<file path="config.mk">
export PLATFORM = sky130hd
export DESIGN_NAME = lcd_timing_gen_flat
export DESIGN_NICKNAME = d
export VERILOG_FILES = /design/src/rtl/lcd_timing_gen_pkg.sv /design/src/rtl/lcd_timing_gen_if.sv /design/src/rtl/lcd_timing_gen_lock_qualifier.sv /design/src/rtl/lcd_timing_gen.sv /design/src/flat_wrapper.sv
export SDC_FILE = /design/constraint.sdc
export NUM_CORES = 1
export LEC_CHECK = 0
export ABC_AREA = 0
export CORE_UTILIZATION = 55
export DETAILED_ROUTE_END_ITERATION = 8
export GPL_TIMING_DRIVEN = 0
export PLACE_DENSITY = 0.78
export SLEW_MARGIN = 20
export SYNTH_ARGS = -nofsm -noshare
export SYNTH_HDL_FRONTEND = slang
export SYNTH_HIERARCHICAL = 1
export SYNTH_SLANG_ARGS = --single-unit
</file>
<file path="constraint.sdc">
create_clock -name clk -period 3.59 [get_ports clk]
set_input_delay 0.718 -clock clk [delete_from_list [all_inputs] [get_ports clk]]
set_output_delay 0.718 -clock clk [all_outputs]
set_load 0.03 [all_outputs]
</file>
<file path="src/rtl/lcd_timing_gen_pkg.sv">
// Shared types and default panel timing for the LCD timing generator.
package lcd_timing_pkg;

   // Controller states: wait for lock, qualify lock, scan, finish frame after disable
   typedef enum logic [1:0] {
      ST_IDLE  = 2'd0,
      ST_QUAL  = 2'd1,
      ST_RUN   = 2'd2,
      ST_DRAIN = 2'd3
   } state_t;

   // Default timing for the 480x272 panel
   localparam int DEF_H_ACTIVE    = 480;
   localparam int DEF_H_FP        = 8;
   localparam int DEF_H_SYNC      = 4;
   localparam int DEF_H_BP        = 43;
   localparam int DEF_V_ACTIVE    = 272;
   localparam int DEF_V_FP        = 4;
   localparam int DEF_V_SYNC      = 4;
   localparam int DEF_V_BP        = 12;
   localparam int DEF_LOCK_CYCLES = 1024;

   // Period of one axis: visible region plus the three blanking segments
   function automatic int axis_total(input int active, input int fp, input int sync, input int bp);
      return active + fp + sync + bp;
   endfunction

endpackage

</file>
<file path="src/rtl/lcd_timing_gen_if.sv">
// Panel-control bundle between the timing generator and the pixel-drive stage.
interface lcd_timing_gen_if #(
   parameter int XW = 10,
   parameter int YW = 9
);
   logic          en;
   logic          running;
   logic          de;
   logic          hsync;
   logic          vsync;
   logic [XW-1:0] x;
   logic [YW-1:0] y;
   logic          frame_start;

   // Timing generator side
   modport master (input en, output running, de, hsync, vsync, x, y, frame_start);
   // Consumer / controller side
   modport slave  (output en, input running, de, hsync, vsync, x, y, frame_start);
endinterface

</file>
<file path="src/rtl/lcd_timing_gen_lock_qualifier.sv">
// Synchronizes the PLL lock flag and counts consecutive high samples.
module lock_qualifier #(
   parameter int LOCK_CYCLES = 1024
) (
   input  logic clk,
   input  logic rst,
   input  logic i_locked,
   input  logic i_count_en,
   output logic o_lock_s,
   output logic o_lock_ok
);
   localparam int            CW   = (LOCK_CYCLES > 1) ? $clog2(LOCK_CYCLES) : 1;
   localparam logic [CW-1:0] LAST = CW'(LOCK_CYCLES - 1);

   logic          r_meta;
   logic          r_sync;
   logic [CW-1:0] r_cnt;

   // Two-flop synchronizer for the asynchronous lock flag
   always_ff @(posedge clk) begin
      if (rst) begin
         r_meta <= 1'b0;
         r_sync <= 1'b0;
      end else begin
         r_meta <= i_locked;
         r_sync <= r_meta;
      end
   end

   // Counts high samples already seen; any low sample or disabled counting restarts it
   always_ff @(posedge clk) begin
      if (rst || !i_count_en || !r_sync) begin
         r_cnt <= '0;
      end else if (r_cnt != LAST) begin
         r_cnt <= r_cnt + 1'b1;
      end
   end

   assign o_lock_s  = r_sync;
   // The current high sample is the LOCK_CYCLES-th in a row
   assign o_lock_ok = r_sync && (r_cnt == LAST);
endmodule

</file>
<file path="src/rtl/lcd_timing_gen.sv">
// HSYNC/VSYNC/DE timing generator gated by a qualified PLL lock.
module lcd_timing_gen
   import lcd_timing_pkg::*;
#(
   parameter int H_ACTIVE        = DEF_H_ACTIVE,
   parameter int H_FP            = DEF_H_FP,
   parameter int H_SYNC          = DEF_H_SYNC,
   parameter int H_BP            = DEF_H_BP,
   parameter int V_ACTIVE        = DEF_V_ACTIVE,
   parameter int V_FP            = DEF_V_FP,
   parameter int V_SYNC          = DEF_V_SYNC,
   parameter int V_BP            = DEF_V_BP,
   parameter int LOCK_CYCLES     = DEF_LOCK_CYCLES,
   parameter bit SYNC_ACTIVE_LOW = 1'b1,
   parameter int XW              = 10,
   parameter int YW              = 9
) (
   input  logic              clk,
   input  logic              rst,
   input  logic              locked,
   lcd_timing_gen_if.master  bus
);
   localparam int   H_TOTAL   = axis_total(H_ACTIVE, H_FP, H_SYNC, H_BP);
   localparam int   V_TOTAL   = axis_total(V_ACTIVE, V_FP, V_SYNC, V_BP);
   localparam int   HS_START  = H_ACTIVE + H_FP;
   localparam int   HS_END    = HS_START + H_SYNC;
   localparam int   VS_START  = V_ACTIVE + V_FP;
   localparam int   VS_END    = VS_START + V_SYNC;
   localparam int   HW        = (H_TOTAL > 1) ? $clog2(H_TOTAL) : 1;
   localparam int   VW        = (V_TOTAL > 1) ? $clog2(V_TOTAL) : 1;
   localparam logic SYNC_IDLE = SYNC_ACTIVE_LOW;

   state_t          r_state, w_state_next;
   logic [HW-1:0]   r_h, w_h_next;
   logic [VW-1:0]   r_v, w_v_next;
   logic            r_running, r_de, r_hsync, r_vsync, r_frame_start;
   logic [XW-1:0]   r_x;
   logic [YW-1:0]   r_y;
   logic            w_lock_s, w_lock_ok, w_count_en;
   logic            w_scan, w_scan_next, w_frame_end;
   logic            w_de, w_hs_on, w_vs_on;

   // Lock counting runs only while waiting to start with the run request present
   assign w_count_en = bus.en && (r_state == ST_IDLE || r_state == ST_QUAL);

   lock_qualifier #(.LOCK_CYCLES(LOCK_CYCLES)) u_lock_qualifier (
      .clk        (clk),
      .rst        (rst),
      .i_locked   (locked),
      .i_count_en (w_count_en),
      .o_lock_s   (w_lock_s),
      .o_lock_ok  (w_lock_ok)
   );

   assign w_scan      = (r_state == ST_RUN) || (r_state == ST_DRAIN);
   assign w_frame_end = (32'(r_h) == H_TOTAL - 1) && (32'(r_v) == V_TOTAL - 1);

   // Next state; lock loss dominates every other condition
   always_comb begin
      w_state_next = r_state;
      case (r_state)
         ST_IDLE:
            if (w_lock_s && bus.en) w_state_next = w_lock_ok ? ST_RUN : ST_QUAL;
         ST_QUAL:
            if (!w_lock_s || !bus.en) w_state_next = ST_IDLE;
            else if (w_lock_ok)       w_state_next = ST_RUN;
         ST_RUN:
            // A disable seen on the last frame cycle has nothing left to drain
            if (!w_lock_s)    w_state_next = ST_IDLE;
            else if (!bus.en) w_state_next = w_frame_end ? ST_IDLE : ST_DRAIN;
         ST_DRAIN:
            if (!w_lock_s)        w_state_next = ST_IDLE;
            else if (bus.en)      w_state_next = ST_RUN;
            else if (w_frame_end) w_state_next = ST_IDLE;
         default:
            w_state_next = ST_IDLE;
      endcase
   end

   assign w_scan_next = (w_state_next == ST_RUN) || (w_state_next == ST_DRAIN);

   // Next raster position: starts at (0,0) on entry, advances while scanning, else cleared
   always_comb begin
      w_h_next = '0;
      w_v_next = '0;
      if (w_scan_next && w_scan) begin
         if (32'(r_h) == H_TOTAL - 1) begin
            w_h_next = '0;
            w_v_next = (32'(r_v) == V_TOTAL - 1) ? '0 : r_v + 1'b1;
         end else begin
            w_h_next = r_h + 1'b1;
            w_v_next = r_v;
         end
      end
   end

   // Decode from the next position so registered outputs line up with their counters
   assign w_de    = w_scan_next && (32'(w_h_next) < H_ACTIVE) && (32'(w_v_next) < V_ACTIVE);
   assign w_hs_on = w_scan_next && (32'(w_h_next) >= HS_START) && (32'(w_h_next) < HS_END);
   assign w_vs_on = w_scan_next && (32'(w_v_next) >= VS_START) && (32'(w_v_next) < VS_END);

   // State, counters and all panel outputs registered together
   always_ff @(posedge clk) begin
      if (rst) begin
         r_state       <= ST_IDLE;
         r_h           <= '0;
         r_v           <= '0;
         r_running     <= 1'b0;
         r_de          <= 1'b0;
         r_hsync       <= SYNC_IDLE;
         r_vsync       <= SYNC_IDLE;
         r_x           <= '0;
         r_y           <= '0;
         r_frame_start <= 1'b0;
      end else begin
         r_state       <= w_state_next;
         r_h           <= w_h_next;
         r_v           <= w_v_next;
         // Stays high through a drain; drops with the first idle cycle
         r_running     <= w_scan_next;
         r_de          <= w_de;
         r_hsync       <= w_hs_on ^ SYNC_IDLE;
         r_vsync       <= w_vs_on ^ SYNC_IDLE;
         r_x           <= w_de ? XW'(w_h_next) : '0;
         r_y           <= w_de ? YW'(w_v_next) : '0;
         r_frame_start <= w_scan_next && (w_h_next == '0) && (w_v_next == '0);
      end
   end

   assign bus.running     = r_running;
   assign bus.de          = r_de;
   assign bus.hsync       = r_hsync;
   assign bus.vsync       = r_vsync;
   assign bus.x           = r_x;
   assign bus.y           = r_y;
   assign bus.frame_start = r_frame_start;
endmodule

</file>
<file path="src/flat_wrapper.sv">
// flat-port wrapper written by rule: the top's interface ports become plain ports
module lcd_timing_gen_flat import lcd_timing_pkg::*;
#(
   parameter int H_ACTIVE        = DEF_H_ACTIVE,
   parameter int H_FP            = DEF_H_FP,
   parameter int H_SYNC          = DEF_H_SYNC,
   parameter int H_BP            = DEF_H_BP,
   parameter int V_ACTIVE        = DEF_V_ACTIVE,
   parameter int V_FP            = DEF_V_FP,
   parameter int V_SYNC          = DEF_V_SYNC,
   parameter int V_BP            = DEF_V_BP,
   parameter int LOCK_CYCLES     = DEF_LOCK_CYCLES,
   parameter bit SYNC_ACTIVE_LOW = 1'b1,
   parameter int XW              = 10,
   parameter int YW              = 9
)
  (clk, rst, locked, bus_en, bus_running, bus_de, bus_hsync, bus_vsync, bus_x, bus_y, bus_frame_start);
  lcd_timing_gen_if #(.XW(XW), .YW(YW)) bus_i ();
  input  logic clk;
  input  logic rst;
  input  logic locked;
  input wire logic [$bits(bus_i.en)-1:0] bus_en;
  output wire logic [$bits(bus_i.running)-1:0] bus_running;
  output wire logic [$bits(bus_i.de)-1:0] bus_de;
  output wire logic [$bits(bus_i.hsync)-1:0] bus_hsync;
  output wire logic [$bits(bus_i.vsync)-1:0] bus_vsync;
  output wire logic [$bits(bus_i.x)-1:0] bus_x;
  output wire logic [$bits(bus_i.y)-1:0] bus_y;
  output wire logic [$bits(bus_i.frame_start)-1:0] bus_frame_start;
  assign bus_i.en = bus_en;
  assign bus_running = bus_i.running;
  assign bus_de = bus_i.de;
  assign bus_hsync = bus_i.hsync;
  assign bus_vsync = bus_i.vsync;
  assign bus_x = bus_i.x;
  assign bus_y = bus_i.y;
  assign bus_frame_start = bus_i.frame_start;
  lcd_timing_gen #(.H_ACTIVE(H_ACTIVE), .H_FP(H_FP), .H_SYNC(H_SYNC), .H_BP(H_BP), .V_ACTIVE(V_ACTIVE), .V_FP(V_FP), .V_SYNC(V_SYNC), .V_BP(V_BP), .LOCK_CYCLES(LOCK_CYCLES), .SYNC_ACTIVE_LOW(SYNC_ACTIVE_LOW), .XW(XW), .YW(YW)) u_core (.clk(clk), .rst(rst), .locked(locked), .bus(bus_i));
endmodule
</file>
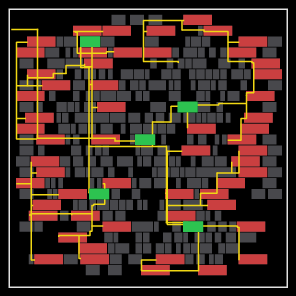
*Clock network drawn from the DEF*
Drawn at 4 px/µm.
[yellow] clock wires | length: 588 µm
[red] flip-flops | count: 56
[green] clock-net drivers | count: 5
routed clock nets: 6

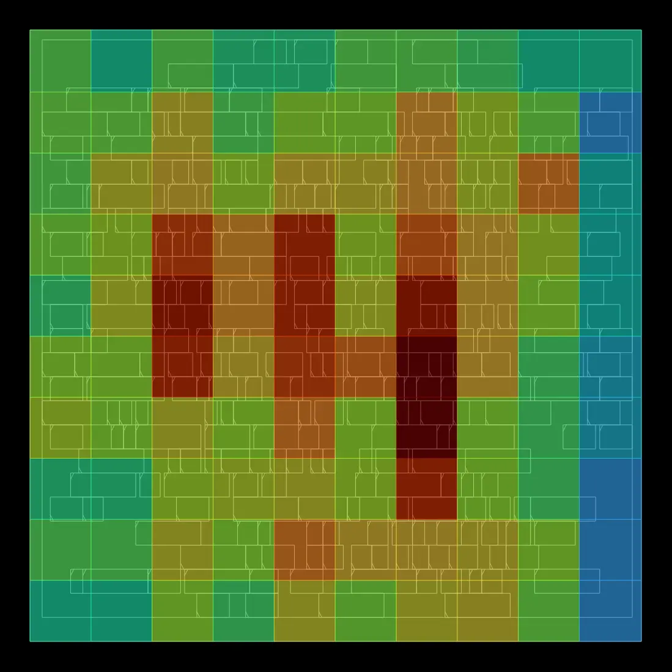
*Congestion heat map*
met3 GRT Util: 0.0439
met1 Use GR: 0.317
gr busiest metal: met2
fin util: 0.667
GR met2 Demand/Resource: 0.339

==> results.json <==
{
  "status": "finished, final reports clean",
  "setup_slack_ps": 950,
  "syn_nets": 277,
  "area_growth_pct": 17.3,
  "yosys_cells": 269,
  "synth-main-ff-cell": "dfxtp_1",
  "sw_frac_of_total": 0.205,
  "max-slew-margin-rel": 0.552,
  "top_area_frac": 0.453,
  "seq_area_frac_synth": 0.453,
  "ys_types": 52,
  "p_seq_frac": 0.633,
  "dr.pass1.iters": 5,
  "power_density_nw_per_um2": 339,
  "drc": 0,
  "worst_setup_path_start_kind": "flip-flop",
  "ys_top_cells_by_count": "dfxtp_1 (56), nor3_1 (31), nor2_1 (21), nand2_1 (15), inv_1 (13)",
  "clkSlewWorstSetupHoldPaths_ps": 90,
  "synth_async_sr_flop_share": 0,
  "hpwl_um": 3730,
  "p_comb_frac": 0.015,
  "dieArea_um2": 4780,
  "internal_power_uw": 783,
  "power.switching_uw": 202,
  "reg2regPathDepth": 11,
  "vias": 2072,
  "cap_viol_max_count": 0,
  "timing.rr.start": "u_core/r_h[0]",
  "slew_viol_final": 0,
  "final-setup-viol-count": 0,
  "critPathLaunch": "u_core/r_h[0]",
  "core_region_area_um2": 4350,
  "fin_crit_ps": 2640,
  "finalCritPeriodShare": 0.735,
  "ys_ff": 56,
  "timing.setup.critical_path_class": "reg -> reg",
  "hold_class": "reg -> reg",
  "ys.warnings.count": 6,
  "synthCells": 269,
  "cpMaxStageDelayCell": "dfxtp_1",
  "gp_congestion": 0.909,
  "cpMostUsedCell": "buf_6",
  "layout.nets": 311,
  "cts_tree": "yes",
  "place_inst": 348,
  "cts_setup_buffers": 0,
  "critPathCaptureType": "flip-flop",
  "hold_violations": 0,
  "cts_resized": 0,
  "grt_pass1_wl_um": 8760,
  "fp_util": 0.569,
  "yosysChipArea_um2": 2480,
  "p_leak_nw": 0.945,
  "gr-total-overflow": 0,
  "warnings": 27,
  "clock.latency.late_pin_ps": 310,
  "root_buffer": "clkbuf_8",
  "wl_per_cell_um": 14.3,
  "antenna_found_initial": 0,
  "die_h_um": 69.1,
  "pwr-share-clk": 0.352,
  "required_ps": 3800,
  "rows": 24,
  "io_pins": 28,
  "endpoint": "u_core/bus.y[2]",
  "htreeDepth": 2,
  "grt_util_all_layers": 0.229,
  "ys_top_cells_by_area": "dfxtp_1 (45%), nor3_1 (6.3%), nor2_1 (3.2%)",
  "enable_flop_cells": 0,
  "fin_skew_ps": 7.31,
  "grt_pass1_vias": 1968,
  "viasPerCell": 5.82,
  "synth_area_per_cell_um2": 9.21,
  "synth_area_um2": 2480,
  "drt_iter0_drc": 244,
  "worstPathArrival_ps": 2850,
  "critical_path.max_stage_delay_ps": 430,
  "worstPathCellList": "inv_1 -> ha_1 -> and3b_1 -> buf_6 -> a31o_2 -> clkbuf_1 -> a21o_1 -> o221a_2 -> o21ai_2 -> buf_6 -> nor2_1",
  "final_cells": 356,
  "fillers": 374,
  "drive_gt1_frac": 0.0954,
  "post-synth-top-count-cell": "dfxtp_1"
}
[power by group through the flow]
stage | combinational (mW) | clock, mW | sequential [mW]
floorplan | 0.00592 | 0 | 0.639
global placement | 0.0149 | 0 | 0.638
detailed placement | 0.0148 | 0 | 0.638
CTS | 0.0149 | 0.358 | 0.624
global route | 0.0159 | 0.381 | 0.624
finish | 0.0148 | 0.347 | 0.623
[worst max-delay path: cells and delay by family (launching register included)]
kind | cells | cell delay (ps)
fa+ha+maj | 1 | 210
flops | 1 | 430
buf+inv | 4 | 650
simple gates | 2 | 240
compound gates | 4 | 1000
[registers in the layout, summed over array words and instances (netlist names), 9 cells and up]
register and flops:
u_core/bus.x 10, u_core/bus.y 9, u_core/r_h 10, u_core/r_v 9
u_core/u_lock_qualifier/r_cnt 10
[cell families (layout without fill, tap and decap cells)]
family                     after synthesis  after routing  share of synthesized area
AOI/OAI and AO/OA                       39             39                      0.126
buffers and inverters                   25             60                     0.0485
DFF                                     56             56                      0.453
xor gates and xnor gates                12             12                     0.0424
and+or+nand+nor                        130            130                      0.301
adders and majority gates                4              4                     0.0202
other                                    1              1                    0.00151
muxes                                    2              2                    0.00808
[per-stage QoR]
| step | power [mW] | instance area, µm² | hold slack [ps] | util |
|---|---|---|---|---|
| floorplan | 0.645 | 2480 | 414 | - |
| global placement | 0.653 | 2810 | 425 | 0.646 |
| detailed placement | 0.653 | 2810 | 423 | 0.646 |
| CTS | 0.996 | 2910 | 444 | 0.667 |
| global route | 1.02 | 2910 | 454 | 0.667 |
| finish | 0.985 | 2910 | 443 | 0.667 |
[per-layer routing]
| metal | track usage | vias up | part of all wire |
|---|---|---|---|
| li1 | - | 1039 | - |
| met3 | 0.0439 | 9 | 0.048 |
| met4 | 0.120 | 0 | 0.020 |
| met2 | 0.339 | 64 | 0.46 |
| met1 | 0.317 | 960 | 0.47 |
| met5 | 0 | - | 0 |
[cells in the final DEF (no fill, tap or decap), types with 6 or more instances in the layout]
master            n
a21oi_1           6
a31oi_1           7
clkbuf_8          6
clkdlybuf4s50_1  27
dfxtp_1          56
inv_1            13
nand2_1          15
nand2b_1          6
nand3_1          12
nand4_1           8
nor2_1           21
nor3_1           31
xnor2_1           8
[worst min-delay path by stage]
stage | startpoint | endpoint | slack, ps | cells after the start
after floorplan | u_core/u_lock_qualifier/r_meta | u_core/u_lock_qualifier/o_lock_s | 410 | 1
after global placement | u_core/u_lock_qualifier/r_meta | u_core/u_lock_qualifier/o_lock_s | 420 | 1
after detailed placement | u_core/u_lock_qualifier/r_meta | u_core/u_lock_qualifier/o_lock_s | 420 | 1
after CTS | u_core/u_lock_qualifier/r_meta | u_core/u_lock_qualifier/o_lock_s | 440 | 1
after global routing | u_core/u_lock_qualifier/r_meta | u_core/u_lock_qualifier/o_lock_s | 450 | 1
final | u_core/u_lock_qualifier/r_meta | u_core/u_lock_qualifier/o_lock_s | 440 | 1
[cell type report]
cell class	count	area [µm²]	share of cell area
inverter	13	48.8	0.0168
clock inverter	2	10.0	0.00345
multi-input combinational	188	1240	0.425
sequential	56	1120	0.386
timing repair buffer	27	270	0.0930
tap	52	65.1	0.0224
buffer	12	71.3	0.0245
clock buffer	6	82.6	0.0284
Power and IR drop assume default switching activity.
